--- config.mk ---
export PLATFORM = sky130hd
export DESIGN_NAME = instruction_fetch
export DESIGN_NICKNAME = d
export VERILOG_FILES = /design/src/rtl/instruction_fetch.sv
export SDC_FILE = /design/constraint.sdc
export NUM_CORES = 1
export LEC_CHECK = 0
export ABC_AREA = 1
export CELL_PAD_IN_SITES_DETAIL_PLACEMENT = 0
export CELL_PAD_IN_SITES_GLOBAL_PLACEMENT = 1
export CORE_ASPECT_RATIO = 1.4
export CORE_MARGIN = 5
export CORE_UTILIZATION = 30
export CTS_CLUSTER_DIAMETER = 40
export DETAILED_ROUTE_END_ITERATION = 12
export PLACE_DENSITY_LB_ADDON = 0.1
export SYNTH_ARGS = -nofsm -noshare
export SYNTH_HDL_FRONTEND = slang
export SYNTH_SLANG_ARGS = --single-unit
--- constraint.sdc ---
create_clock -name clk_in -period 4.15 [get_ports clk_in]
set_input_delay 0.6225 -clock clk_in [delete_from_list [all_inputs] [get_ports clk_in]]
set_output_delay 0.6225 -clock clk_in [all_outputs]
set_load 0.02 [all_outputs]
--- src/rtl/instruction_fetch.sv ---
// rtl/instruction_fetch.sv - PC, direct-mapped one-word-per-line I-cache and decoder output register
// Optional cache storage is built only when ICACHE_EN is defined; otherwise every fetch reads memory.
module instruction_fetch #(
    parameter logic [31:0] RESET_PC          = 32'h0,
    parameter int          ICACHE_INDEX_BITS = 6
) (
    input  logic        clk_in,
    input  logic        rst_in,
    input  logic        rdy_in,
    input  logic        flush,
    input  logic [31:0] flush_pc,
    output logic        mem_en,
    output logic [31:0] mem_addr,
    input  logic        mem_rdy,
    input  logic [31:0] mem_data,
    output logic        inst_valid,
    output logic [31:0] inst,
    output logic [31:0] inst_pc,
    input  logic        dec_ready
);
    typedef enum logic {S_FETCH, S_WAIT} state_t;

    state_t      state;
    logic [31:0] pc;
    logic        accept;
    logic        buf_free;
    logic        hit;
    logic [31:0] hit_word;

    assign accept   = inst_valid & dec_ready;
    assign buf_free = ~inst_valid | accept;

`ifdef ICACHE_EN
    localparam int ENTRIES = 1 << ICACHE_INDEX_BITS;
    localparam int TAG_W   = 30 - ICACHE_INDEX_BITS;

    logic [ENTRIES-1:0]           line_valid;
    logic [TAG_W-1:0]             line_tag  [ENTRIES];
    logic [31:0]                  line_data [ENTRIES];
    logic [ICACHE_INDEX_BITS-1:0] pc_index;
    logic [TAG_W-1:0]             pc_tag;
    logic                         fill;

    assign pc_index = pc[ICACHE_INDEX_BITS+1:2];
    assign pc_tag   = pc[31:ICACHE_INDEX_BITS+2];
    assign hit      = line_valid[pc_index] && (line_tag[pc_index] == pc_tag);
    assign hit_word = line_data[pc_index];
    // A read completing under flush is dropped, so it must not allocate either.
    assign fill     = rdy_in & ~flush & (state == S_WAIT) & mem_rdy;

    always_ff @(posedge clk_in or posedge rst_in) begin
        if (rst_in) begin
            line_valid <= '0;
        end else if (fill) begin
            line_valid[pc_index] <= 1'b1;
        end
    end

    always_ff @(posedge clk_in) begin
        if (fill) begin
            line_tag[pc_index]  <= pc_tag;
            line_data[pc_index] <= mem_data;
        end
    end
`else
    assign hit      = 1'b0;
    assign hit_word = '0;
`endif

    always_ff @(posedge clk_in or posedge rst_in) begin
        if (rst_in) begin
            state      <= S_FETCH;
            pc         <= RESET_PC;
            mem_en     <= 1'b0;
            mem_addr   <= '0;
            inst_valid <= 1'b0;
            inst       <= '0;
            inst_pc    <= '0;
        end else if (rdy_in) begin
            if (flush) begin
                pc         <= flush_pc;
                inst_valid <= 1'b0;
                mem_en     <= 1'b0;
                state      <= S_FETCH;
            end else begin
                if (accept) begin
                    inst_valid <= 1'b0;
                end
                case (state)
                    S_FETCH: begin
                        if (buf_free) begin
                            if (hit) begin
                                inst       <= hit_word;
                                inst_pc    <= pc;
                                inst_valid <= 1'b1;
                                pc         <= pc + 32'd4;
                            end else begin
                                mem_en   <= 1'b1;
                                mem_addr <= pc;
                                state    <= S_WAIT;
                            end
                        end
                    end
                    S_WAIT: begin
                        // Buffer is always empty here, so the returned word goes straight out.
                        if (mem_rdy) begin
                            inst       <= mem_data;
                            inst_pc    <= pc;
                            inst_valid <= 1'b1;
                            pc         <= pc + 32'd4;
                            mem_en     <= 1'b0;
                            state      <= S_FETCH;
                        end
                    end
                    default: state <= S_FETCH;
                endcase
            end
        end
    end
endmodule

==> flow_metrics.env <==
# yosys + openroad results
export IMPL_relSlewSlack_pct=47.7
export IMPL_path_delay_family="buffers and inverters"
export IMPL_cp_num_cells=6
export IMPL_synth_simple_area_share_pct=22.3
export IMPL_die_h_um=176
export IMPL_grt_pass1_vias=5238
export IMPL_max_freq_mhz=449
export IMPL_viasPerCell=4.53
export IMPL_ys_ff=131
export IMPL_synthesis_area_um2=5880
export IMPL_status="complete, no violations"
export IMPL_fp_util_pct=30.5
export IMPL_lay_top_cells="201 x nand2_1, 167 x clkdlybuf4s50_1, 131 x dfrtp_1"
export IMPL_end_kind="flop"
export IMPL_synth_cells=686
export IMPL_irDropWorstVdd_uv=266
export IMPL_ys_types=22
export IMPL_crit_path_frequent_cell="buf_4"
export IMPL_ys_sh_xor_pct=0.894
export IMPL_cp_cell_sequence="clkdlybuf4s50_1 > buf_4 > nor2_1 > nand2_4 > buf_4 > o21ai_0"
export IMPL_cts_tree="done"
export IMPL_chipArea_um2=22500
export IMPL_worstHoldPathType="reg2reg"
export IMPL_synth_edff_count=0
export IMPL_startpoint="flush"
export IMPL_period_used_pct=53.6
export IMPL_cap_violations=0
export IMPL_grt_max_degree=70
export IMPL_worst_path_max_fanout=69
export IMPL_drtIter0Drc=185
export IMPL_r2r_start="state$_DFFE_PP0P_"
export IMPL_fp_nets=757
export IMPL_syn_avg_cell_area_um2=8.57
export IMPL_p_seq_share_pct=37.3
export IMPL_async_flop_share_pct=100
export IMPL_wl_per_cell_um=15.7
export IMPL_htree_num_levels=4
export IMPL_io_buffers=167
export IMPL_min_delay_start="mem_addr[9]$_DFFE_PP0P_"
export IMPL_ys_warn_count=0
export IMPL_slew_violations=0
export IMPL_placed_area_um2=7820
export IMPL_critPathBufInv=3
export IMPL_tightest_slew_ps=785
export IMPL_grt_pass1_wl_um=28400
export IMPL_setup_viol_count_final=0
export IMPL_pwr_share_clk_pct=31.4
stage by stage:
| stage | utilization [%] | hold slack (ps) | setup WS, ps | power (mW) | instances |
|---|---|---|---|---|---|
| 2_1_floorplan | - | 471 | 29.8 | 2.57 | 686 |
| 3_3_place_gp | 40.5 | 468 | 1530 | 3.37 | 1082 |
| 3_5_place_dp | 40.5 | 473 | 1490 | 3.40 | 1082 |
| 4_1_cts | 43.6 | 488 | 1920 | 4.95 | 1113 |
| 5_1_grt | 43.6 | 500 | 1730 | 5.15 | 1113 |
| 6_report | 43.6 | 480 | 1920 | 4.87 | 1113 |
worst reg2reg max path: stages (launching register included):
cell,delay (ps)
dfrtp_1,400
nand2_1,130
inv_1,80
nand2_4,580
buf_4,400
o21ai_0,120
area by class of cell:
cell class              instances  area, µm²  share of cell area (%)
multi-input cells             477       2300                    27.3
repair buffers                176       1740                    20.7
flip-flops and latches        131       3280                    39.0
inverters                      50        190                    2.26
clock buffers                  19        453                    5.38
clock inverters                12        146                    1.74
well taps                     248        310                    3.69
metal layers:
| metal | up-vias | GRT usage [%] | part of all wire, % |
|---|---|---|---|
| li1 | 2524 | - | - |
| met4 | 0 | 5.84 | 2.2 |
| met3 | 24 | 4.17 | 5.2 |
| met1 | 2370 | 19.8 | 42 |
| met5 | - | 0 | 0 |
| met2 | 128 | 27.1 | 51 |
registers in the layout (all words and copies together) (netlist names):
signal,count
inst,32
mem_addr,32
pc,32
inst_valid,1
state,1
mem_en,1
inst_pc,32
power groups by stage:
stage / logic, mW / clock network (mW) / registers [mW]
4_1_cts: 1.56 / 1.57 / 1.82
6_report: 1.53 / 1.53 / 1.82
5_1_grt: 1.66 / 1.62 / 1.87
2_1_floorplan: 0.432 / 0 / 2.14
3_3_place_gp: 1.54 / 0 / 1.83
3_5_place_dp: 1.56 / 0 / 1.84
Figure 1. Cell placement.
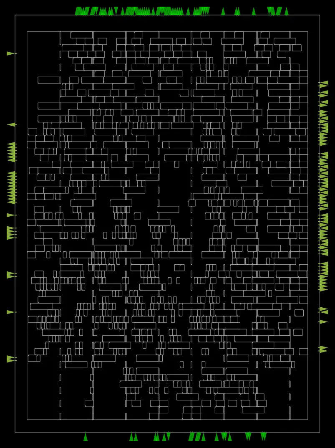
# fillers: 1926
fin cells: 1113
core area: 19300 µm²
FF+latch count: 131
FP Rows: 60

Figure 2. Signal wires on met1.
(2 px per µm) Supply wires on this layer in grey.
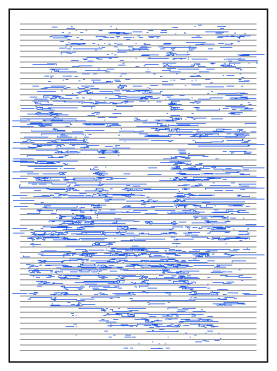
wire length on this layer = 7370 µm
share of all routed wire = 42%

Figure 3. Met4 routing.
(2 px per µm) Supply wires on this layer in grey.
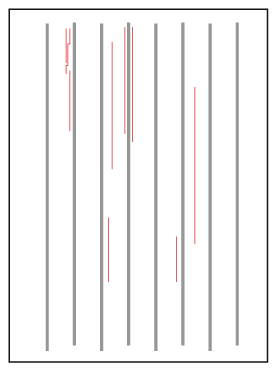
longest straight run = 78.2 µm
wire length on this layer = 377 µm
main direction = vertical

Figure 4. M2 wires.
(1.5 px per µm)
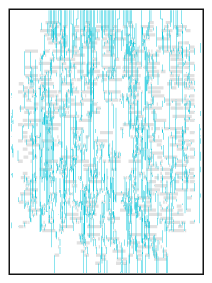
share of all routed wire = 51%
main direction = vertical
nets with wire on the layer = 743
wire length on this layer = 8870 µm
longest straight run = 86.7 µm

Figure 5. Signal wires on met3.
(2 px per µm)
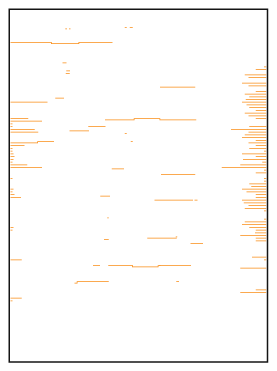
nets with wire on the layer = 100
main direction = horizontal
wire length on this layer = 910 µm
share of all routed wire = 5.2%
longest straight run = 21.9 µm
met3 Track Usage GR: 4.17%
DRT Wirelength: 17500 µm
Vias: 5046

Power figures rest on the tool's default switching activity, not on a simulated workload.
